Figure 1. M1 wires.
Bar = 20 um. Supply wires on this layer in gray.
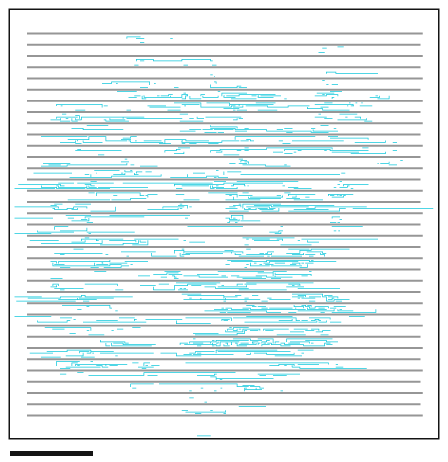
Figure 2. The metal 2 layer.
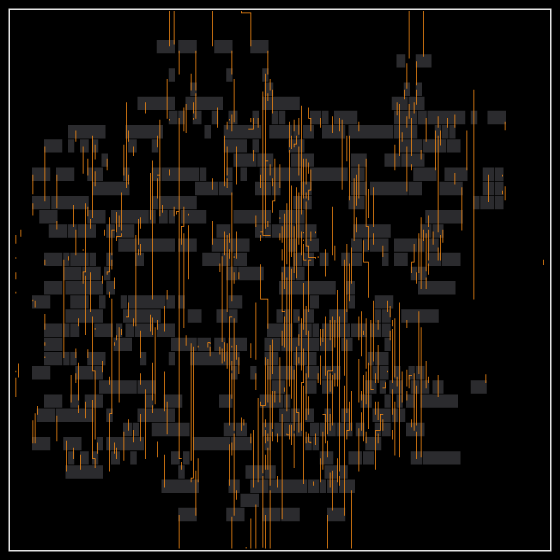
Figure 3. Met3 routing.
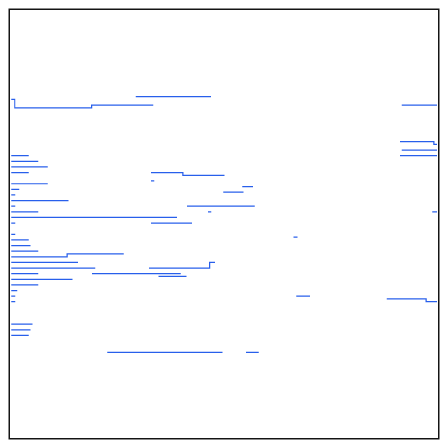
## src/rtl/matrix_print_sequencer_pkg.sv

```systemverilog
// Shared types and constants for the matrix print sequencer.
// Holds the element type, size limits and the FSM state enum.
package matrix_print_sequencer_pkg;

  localparam int MAX_DIM = 5;
  localparam int ADDR_W  = 5;
  localparam int ELEM_W  = 8;

  typedef logic signed [ELEM_W-1:0] matrix_element_t;

  typedef enum logic [3:0] {
    PS_IDLE,
    PS_CHECK,
    PS_ID_REQ,
    PS_ID_WAIT,
    PS_RD_ISSUE,
    PS_RD_WAIT,
    PS_EL_REQ,
    PS_EL_WAIT,
    PS_NL_REQ,
    PS_NL_WAIT,
    PS_FINISH
  } print_seq_state_t;

  function automatic logic dim_ok(
    input logic [2:0] d,
    input int         max_dim
  );
    return (d != 3'd0) && (int'(d) <= max_dim);
  endfunction

endpackage

```

## src/rtl/matrix_print_sequencer_if.sv

```systemverilog
// Storage read port plus sender request/done handshake.
// master = sequencer side, slave = memory/sender side.
interface matrix_print_sequencer_if #(
  parameter int ADDR_W = matrix_print_sequencer_pkg::ADDR_W
);
  import matrix_print_sequencer_pkg::*;

  logic              mem_rd_en;
  logic [ADDR_W-1:0] mem_rd_addr;
  matrix_element_t   mem_rd_data;
  logic              snd_start;
  logic              snd_send_newline;
  logic              snd_send_id;
  matrix_element_t   snd_data;
  logic              snd_is_last_col;
  logic              snd_done;

  modport master (
    output mem_rd_en,
    output mem_rd_addr,
    input  mem_rd_data,
    output snd_start,
    output snd_send_newline,
    output snd_send_id,
    output snd_data,
    output snd_is_last_col,
    input  snd_done
  );

  modport slave (
    input  mem_rd_en,
    input  mem_rd_addr,
    output mem_rd_data,
    input  snd_start,
    input  snd_send_newline,
    input  snd_send_id,
    input  snd_data,
    input  snd_is_last_col,
    output snd_done
  );

endinterface

```

## src/rtl/matrix_print_sequencer.sv

```systemverilog
// Walks a stored matrix row-major, one sender request per element.
// Ports: clk/rst_n, start+dims/id control, status, bus (mem+sender).
module matrix_print_sequencer #(
  parameter int MAX_DIM = matrix_print_sequencer_pkg::MAX_DIM,
  parameter int ADDR_W  = matrix_print_sequencer_pkg::ADDR_W
) (
  input  logic clk,
  input  logic rst_n,
  input  logic start,
  input  logic [2:0] rows,
  input  logic [2:0] cols,
  input  matrix_print_sequencer_pkg::matrix_element_t mat_id,
  input  logic with_id,
  input  logic abort,
  output logic busy,
  output logic done,
  output logic aborted,
  output logic err,
  matrix_print_sequencer_if.master bus
);
  import matrix_print_sequencer_pkg::*;

  print_seq_state_t state_q, state_d;

  logic [2:0] rows_q, rows_d;
  logic [2:0] cols_q, cols_d;
  logic [2:0] r_q, r_d;
  logic [2:0] c_q, c_d;

  matrix_element_t id_q, id_d;
  matrix_element_t data_q, data_d;

  logic with_id_q, with_id_d;
  logic last_q, last_d;
  logic sid_q, sid_d;
  logic abort_q, abort_d;
  logic aborted_q, aborted_d;

  logic abort_pend;
  logic last_c;
  logic last_r;
  logic rd_en;

  assign abort_pend = abort_q | abort;
  assign last_c     = (c_q == cols_q - 3'd1);
  assign last_r     = (r_q == rows_q - 3'd1);

  always_comb begin
    state_d   = state_q;
    rows_d    = rows_q;
    cols_d    = cols_q;
    r_d       = r_q;
    c_d       = c_q;
    id_d      = id_q;
    data_d    = data_q;
    with_id_d = with_id_q;
    last_d    = last_q;
    sid_d     = sid_q;
    aborted_d = aborted_q;
    // pending abort lives only while busy
    abort_d   = (state_q == PS_IDLE) ? 1'b0 : abort_pend;

    busy                 = (state_q != PS_IDLE);
    done                 = 1'b0;
    err                  = 1'b0;
    rd_en                = 1'b0;
    bus.snd_start        = 1'b0;
    bus.snd_send_newline = 1'b0;

    unique case (state_q)
      PS_IDLE: begin
        if (start) begin
          rows_d    = rows;
          cols_d    = cols;
          id_d      = mat_id;
          with_id_d = with_id;
          r_d       = 3'd0;
          c_d       = 3'd0;
          aborted_d = 1'b0;
          state_d   = PS_CHECK;
        end
      end
      PS_CHECK: begin
        if (!dim_ok(rows_q, MAX_DIM) ||
            !dim_ok(cols_q, MAX_DIM)) begin
          err     = 1'b1;
          state_d = PS_IDLE;
        end else if (abort_pend) begin
          aborted_d = 1'b1;
          state_d   = PS_FINISH;
        end else if (with_id_q) begin
          data_d  = id_q;
          sid_d   = 1'b1;
          last_d  = 1'b1;
          state_d = PS_ID_REQ;
        end else begin
          state_d = PS_RD_ISSUE;
        end
      end
      PS_ID_REQ: begin
        if (abort_pend) begin
          aborted_d = 1'b1;
          state_d   = PS_FINISH;
        end else begin
          bus.snd_start = 1'b1;
          state_d       = PS_ID_WAIT;
        end
      end
      PS_ID_WAIT: begin
        if (bus.snd_done) begin
          sid_d   = 1'b0;
          state_d = PS_RD_ISSUE;
        end
      end
      PS_RD_ISSUE: begin
        if (abort_pend) begin
          aborted_d = 1'b1;
          state_d   = PS_FINISH;
        end else begin
          rd_en   = 1'b1;
          state_d = PS_RD_WAIT;
        end
      end
      PS_RD_WAIT: begin
        // read data is valid exactly this cycle
        data_d = bus.mem_rd_data;
        last_d = last_c;
        sid_d  = 1'b0;
        if (abort_pend) begin
          aborted_d = 1'b1;
          state_d   = PS_FINISH;
        end else begin
          state_d = PS_EL_REQ;
        end
      end
      PS_EL_REQ: begin
        if (abort_pend) begin
          aborted_d = 1'b1;
          state_d   = PS_FINISH;
        end else begin
          bus.snd_start = 1'b1;
          state_d       = PS_EL_WAIT;
        end
      end
      PS_EL_WAIT: begin
        if (bus.snd_done) begin
          if (abort_pend) begin
            aborted_d = 1'b1;
            state_d   = PS_FINISH;
          end else if (!last_c) begin
            c_d     = c_q + 3'd1;
            state_d = PS_RD_ISSUE;
          end else if (!last_r) begin
            c_d     = 3'd0;
            r_d     = r_q + 3'd1;
            state_d = PS_RD_ISSUE;
          end else begin
            state_d = PS_NL_REQ;
          end
        end
      end
      PS_NL_REQ: begin
        if (abort_pend) begin
          aborted_d = 1'b1;
          state_d   = PS_FINISH;
        end else begin
          bus.snd_send_newline = 1'b1;
          state_d              = PS_NL_WAIT;
        end
      end
      PS_NL_WAIT: begin
        if (bus.snd_done) begin
          aborted_d = abort_pend;
          state_d   = PS_FINISH;
        end
      end
      PS_FINISH: begin
        done    = 1'b1;
        state_d = PS_IDLE;
      end
      default: begin
        state_d = PS_IDLE;
      end
    endcase
  end

  assign aborted              = (state_q == PS_FINISH) & aborted_q;
  assign bus.mem_rd_en        = rd_en;
  assign bus.snd_send_id      = sid_q;
  assign bus.snd_data         = data_q;
  assign bus.snd_is_last_col  = last_q;
  assign bus.mem_rd_addr      = rd_en ?
    ADDR_W'(int'(r_q) * MAX_DIM + int'(c_q)) : '0;

  always_ff @(posedge clk) begin
    if (!rst_n) begin
      state_q   <= PS_IDLE;
      rows_q    <= '0;
      cols_q    <= '0;
      r_q       <= '0;
      c_q       <= '0;
      id_q      <= '0;
      data_q    <= '0;
      with_id_q <= 1'b0;
      last_q    <= 1'b0;
      sid_q     <= 1'b0;
      abort_q   <= 1'b0;
      aborted_q <= 1'b0;
    end else begin
      state_q   <= state_d;
      rows_q    <= rows_d;
      cols_q    <= cols_d;
      r_q       <= r_d;
      c_q       <= c_d;
      id_q      <= id_d;
      data_q    <= data_d;
      with_id_q <= with_id_d;
      last_q    <= last_d;
      sid_q     <= sid_d;
      abort_q   <= abort_d;
      aborted_q <= aborted_d;
    end
  end

endmodule

```

## src/flat_wrapper.sv

```systemverilog
// flat-port wrapper written by rule: the top's interface ports become plain ports
module matrix_print_sequencer_flat import matrix_print_sequencer_pkg::*;
#(
  parameter int MAX_DIM = matrix_print_sequencer_pkg::MAX_DIM,
  parameter int ADDR_W  = matrix_print_sequencer_pkg::ADDR_W
)
  (clk, rst_n, start, rows, cols, mat_id, with_id, abort, busy, done, aborted, err, bus_mem_rd_en, bus_mem_rd_addr, bus_mem_rd_data, bus_snd_start, bus_snd_send_newline, bus_snd_send_id, bus_snd_data, bus_snd_is_last_col, bus_snd_done);
  matrix_print_sequencer_if #(.ADDR_W(ADDR_W)) bus_i ();
  input  logic clk;
  input  logic rst_n;
  input  logic start;
  input  logic [2:0] rows;
  input  logic [2:0] cols;
  input  matrix_print_sequencer_pkg::matrix_element_t mat_id;
  input  logic with_id;
  input  logic abort;
  output logic busy;
  output logic done;
  output logic aborted;
  output logic err;
  output wire logic [$bits(bus_i.mem_rd_en)-1:0] bus_mem_rd_en;
  output wire logic [$bits(bus_i.mem_rd_addr)-1:0] bus_mem_rd_addr;
  input wire logic [$bits(bus_i.mem_rd_data)-1:0] bus_mem_rd_data;
  output wire logic [$bits(bus_i.snd_start)-1:0] bus_snd_start;
  output wire logic [$bits(bus_i.snd_send_newline)-1:0] bus_snd_send_newline;
  output wire logic [$bits(bus_i.snd_send_id)-1:0] bus_snd_send_id;
  output wire logic [$bits(bus_i.snd_data)-1:0] bus_snd_data;
  output wire logic [$bits(bus_i.snd_is_last_col)-1:0] bus_snd_is_last_col;
  input wire logic [$bits(bus_i.snd_done)-1:0] bus_snd_done;
  assign bus_mem_rd_en = bus_i.mem_rd_en;
  assign bus_mem_rd_addr = bus_i.mem_rd_addr;
  assign bus_i.mem_rd_data = bus_mem_rd_data;
  assign bus_snd_start = bus_i.snd_start;
  assign bus_snd_send_newline = bus_i.snd_send_newline;
  assign bus_snd_send_id = bus_i.snd_send_id;
  assign bus_snd_data = bus_i.snd_data;
  assign bus_snd_is_last_col = bus_i.snd_is_last_col;
  assign bus_i.snd_done = bus_snd_done;
  matrix_print_sequencer #(.MAX_DIM(MAX_DIM), .ADDR_W(ADDR_W)) u_core (.clk(clk), .rst_n(rst_n), .start(start), .rows(rows), .cols(cols), .mat_id(mat_id), .with_id(with_id), .abort(abort), .busy(busy), .done(done), .aborted(aborted), .err(err), .bus(bus_i));
endmodule
```

## config.mk

```make
export PLATFORM = sky130hd
export DESIGN_NAME = matrix_print_sequencer_flat
export DESIGN_NICKNAME = d
export VERILOG_FILES = /design/src/rtl/matrix_print_sequencer_pkg.sv /design/src/rtl/matrix_print_sequencer_if.sv /design/src/rtl/matrix_print_sequencer.sv /design/src/flat_wrapper.sv
export SDC_FILE = /design/constraint.sdc
export NUM_CORES = 1
export LEC_CHECK = 0
export CAP_MARGIN = 25
export CORE_MARGIN = 4
export CORE_UTILIZATION = 25
export CTS_CLUSTER_DIAMETER = 80
export DETAILED_ROUTE_END_ITERATION = 6
export PLACE_DENSITY = 0.45
export SYNTH_ARGS = -nofsm -noshare
export SYNTH_HDL_FRONTEND = slang
export SYNTH_SLANG_ARGS = --single-unit
```

## constraint.sdc

```tcl
create_clock -name clk -period 3.9 [get_ports clk]
set_input_delay 1.17 -clock clk [delete_from_list [all_inputs] [get_ports clk]]
set_output_delay 1.17 -clock clk [all_outputs]
set_load 0.02 [all_outputs]
```

==> Slide: Implementation Results <==
Run Summary

Run status
  – Status: finished, final reports clean

Synth
  – Synth Area in Compound Gates: 0.174
  – Post-Synth Simple-Gate Area: 0.252
  – Sequential-to-total area share from yosys stat: 0.324
  – Yosys reg bits: 37
  – Synth warnings: 0
  – Syn nets: ~340
  – Mux frac, synth: 0.0482
  – Mapped Cells: approximately 290
  – Syn avg cell area: just under 8 sq um
  – Distinct lib cells used: 44
  – Mapped Area: 2280 sq um
  – Yosys Instances: ~290
  – Post-Synth XOR/XNOR Area: 0.0509
  – Chip Area, Yosys: around 2300 sq um
  – Adder share: 0.101
  – Main logic family: simple AND/OR/NAND/NOR gates

Finish
  – Nets: 393
  – Reg area: roughly 740 sq um
  – Comb area: 1440 sq um
  – Most numerous logic cells after layout: 57 x nand2_1, 41 x clkdlybuf4s50_1, 37 x dfxtp_1, 28 x a21oi_1, 16 x ha_1
  – Layout cell share with drive strength beyond 1: 0.0888
  – Fillers: around 930
  – Most instantiated logic cell after routing: nand2_1
  – Non-Filler Instances: 457
  – Layout area overhead: 33.6%
  – Antenna diodes: 0

Worst setup path
  – WS Path Type: input port to primary output
  – Worst Path Required: approximately 2.7 ns
  – Worst endpoint data arrival time: around 2.6 ns
  – Worst setup SP type: input port
  – Crit-path max FO: 4
  – Worst setup EP type: primary output

Flow run
  – Max-Cap Viols: 0
  – Log Warnings: 30

STA
  – Final Cycle Share: 0.972
  – Final Hold Viols: 0
  – RSZ-0062 raised after global routing: false
  – Worst-margin pin slew: between 0.6 and 0.7 ns
  – Fin crit period: about 3.8 ns
  – Final Max Slew Viols: 0
  – Final Setup Violations: 0
  – Slew HR: 0.536
  – Setup WS post-layout: about 0.11 ns
  – Clock skew: about 0.0036 ns
  – Max frequency: 0.264 GHz

Die
  – CORE AREA: roughly 9000 sq um
  – Ports: 50
  – Chip area: approximately 11000 sq um
  – Floorplan Utilization: 0.259
  – Row Count: 34
  – Chip Width: slightly above 100 um
  – Die Ht: a little over 100 um

CTS
  – CTS Buf Count: 5
  – Longest Clk Path Bufs: 2
  – Clock Sinks: 37
  – H-tree depth: 2
  – TritonCTS clock tree: built
  – Post-CTS Setup Bufs: 0
  – Reg clk slew, reported paths: approximately 0.08 ns
  – Root buffer cell: clkbuf_8
  – Hold_buf cts: 0
  – Clock Latency Late Sink: ~0.29 ns

Route
  – Post-route ant nets: 0
  – Wire per inst: 14.1 um
  – Vias per std cell: ~4.7
  – 1st-iter DRT viols: 89
  – Pre-antenna DRT Iters: 5
  – Post-route DRC: 0

Placement
  – DP Worst Slack: -0.415 ns
  – Inst Count DP: between 400 and 500
  – Hpwl dp: a little under 5 mm
  – Gp weighted congestion: just under 0.8
  – Port Buffer Count: between 40 and 50

Power
  – Overall power: 0.000969 W
  – PD cells: about 320 nW/um^2
  – VDD IR max: 130 uV
  – Leakage: approximately 1.2 nW

Global route
  – First-pass GRT wire length: between 10 and 15 mm
  – Largest net degree at the start of global routing: 17
  – Antenna violations before repair: 0
  – GR Overflow Total: 0
  – Tot GR Track Use: 0.122
  – Vias in the first global route: approximately 2200

Min path
  – HP Class: flop to flop
About Figure 1:
share of all routed wire: 50%
nets with wire on the layer: 349
drt total wl: 6.43 mm
number of vias in the routed layout: 2157
met1 usage: 0.168

About Figure 2:
main direction: vertical
nets with wire on the layer: 297
share of all routed wire: 42%
wire length on this layer: 2730 um
longest straight run: 65.3 um
GR Layer Usage met2: 0.187

About Figure 3:
wire length on this layer: 448 um
longest straight run: 39.8 um
nets with wire on the layer: 45
main direction: horizontal
GR met3 Demand/Resource: 0.0367

-- flip-flops by register name (all words and copies together), names as in the netlist --
register                    cells
u_core.bus.snd_is_last_col      1
u_core.bus.snd_data             8
u_core.r_q                      3
u_core.state_q                  4
u_core.id_q                     8
u_core.rows_q                   3
u_core.aborted_q                1
u_core.abort_q                  1
u_core.bus.snd_send_id          1
u_core.with_id_q                1
u_core.cols_q                   3
u_core.c_q                      3
-- power by group --
part	switching [W]	internal, W
clock	0.000152	0.000192
sequential	0.0000224	0.000397
combinational	0.000110	0.0000952
-- final timing paths --
path / startpoint / to / slack [ns] / depth (start not counted)
worst max register to register: u_core.cols_q[0] / u_core.aborted_q / 1.77 / 7
worst min register to register: u_core.id_q[0] / u_core.id_q[0] / 0.46 / 2
worst min-delay path: u_core.id_q[0] / u_core.id_q[0] / 0.46 / 2
worst max-delay path: abort / bus_mem_rd_addr[3] / 0.11 / 6
-- cells in the mapped netlist (all sizes together) --
library cell,count,share of area
nand2,57,0.094
dfxtp,37,0.32
a21oi,28,0.061
o21ai,19,0.042
ha,16,0.088
nor2,16,0.026
inv,13,0.021
mux2i,11,0.048
clkbuf,8,0.013
nand2b,8,0.022
buf,7,0.015
nor3,7,0.015
nand3,6,0.013
a211oi,5,0.019
and2,5,0.014
xor2,5,0.019
nor4,4,0.011
o22ai,4,0.011
or3,4,0.011
and3,3,0.0082
o21a,3,0.0099
or2,3,0.0082
xnor2,3,0.012
a21o,2,0.0066
a31oi,2,0.0055
nand3b,2,0.0066
and3b,1,0.0038
and4b,1,0.0044
fa,1,0.0088
maj3,1,0.0044
nand4,1,0.0027
nor2b,1,0.0027
nor3b,1,0.0033
nor4b,1,0.0066
o211ai,1,0.0033
o221a,1,0.0049
o221ai,1,0.0038
o2bb2ai,1,0.0038
o31ai,1,0.0033
xnor3,1,0.0099
xor3,1,0.010
-- per-layer routing --
metal,track usage,part of all wire,vias to the layer above
met2,0.187,0.42,64
met1,0.168,0.50,963
met5,0,0,-
li1,-,-,1124
met4,0.0285,0.0064,0
met3,0.0367,0.070,6
-- stage by stage --
step | cell area (sq um) | hold slack, ns | utilization | TNS (ns)
after detailed placement | 2960 | 0.454 | 0.336 | -2.42
after CTS | 3070 | 0.467 | 0.349 | 0
after floorplan | 2280 | 0.436 | - | 0
after global routing | 3050 | 0.482 | 0.347 | 0
after global placement | 2960 | 0.449 | 0.336 | -2.30
final | 3050 | 0.465 | 0.347 | 0
-- worst max-delay path: stages --
cell	delay, ns
clkdlybuf4s50_1	0.42
or2_1	0.26
nor2_2	0.15
nand3_2	0.15
nor2_1	0.13
dlygate4sd2_1	0.34
-- cell type report --
cell class | count | area share
Timing Repair Buffer | 63 | 0.187
Sequential cell | 37 | 0.243
Tap cell | 108 | 0.0443
Multi-Input combinational cell | 228 | 0.473
Clock inverter | 2 | 0.0127
Inverter | 13 | 0.0160
Clock buffer | 6 | 0.0238
-- what timing repair did --
item / 4_1_cts / 5_1_grt
pin swaps: 0 / 0
setup endpoints to repair: 8 / 5
resized: 13 / 6
Power is estimated from default activity; no workload was simulated.
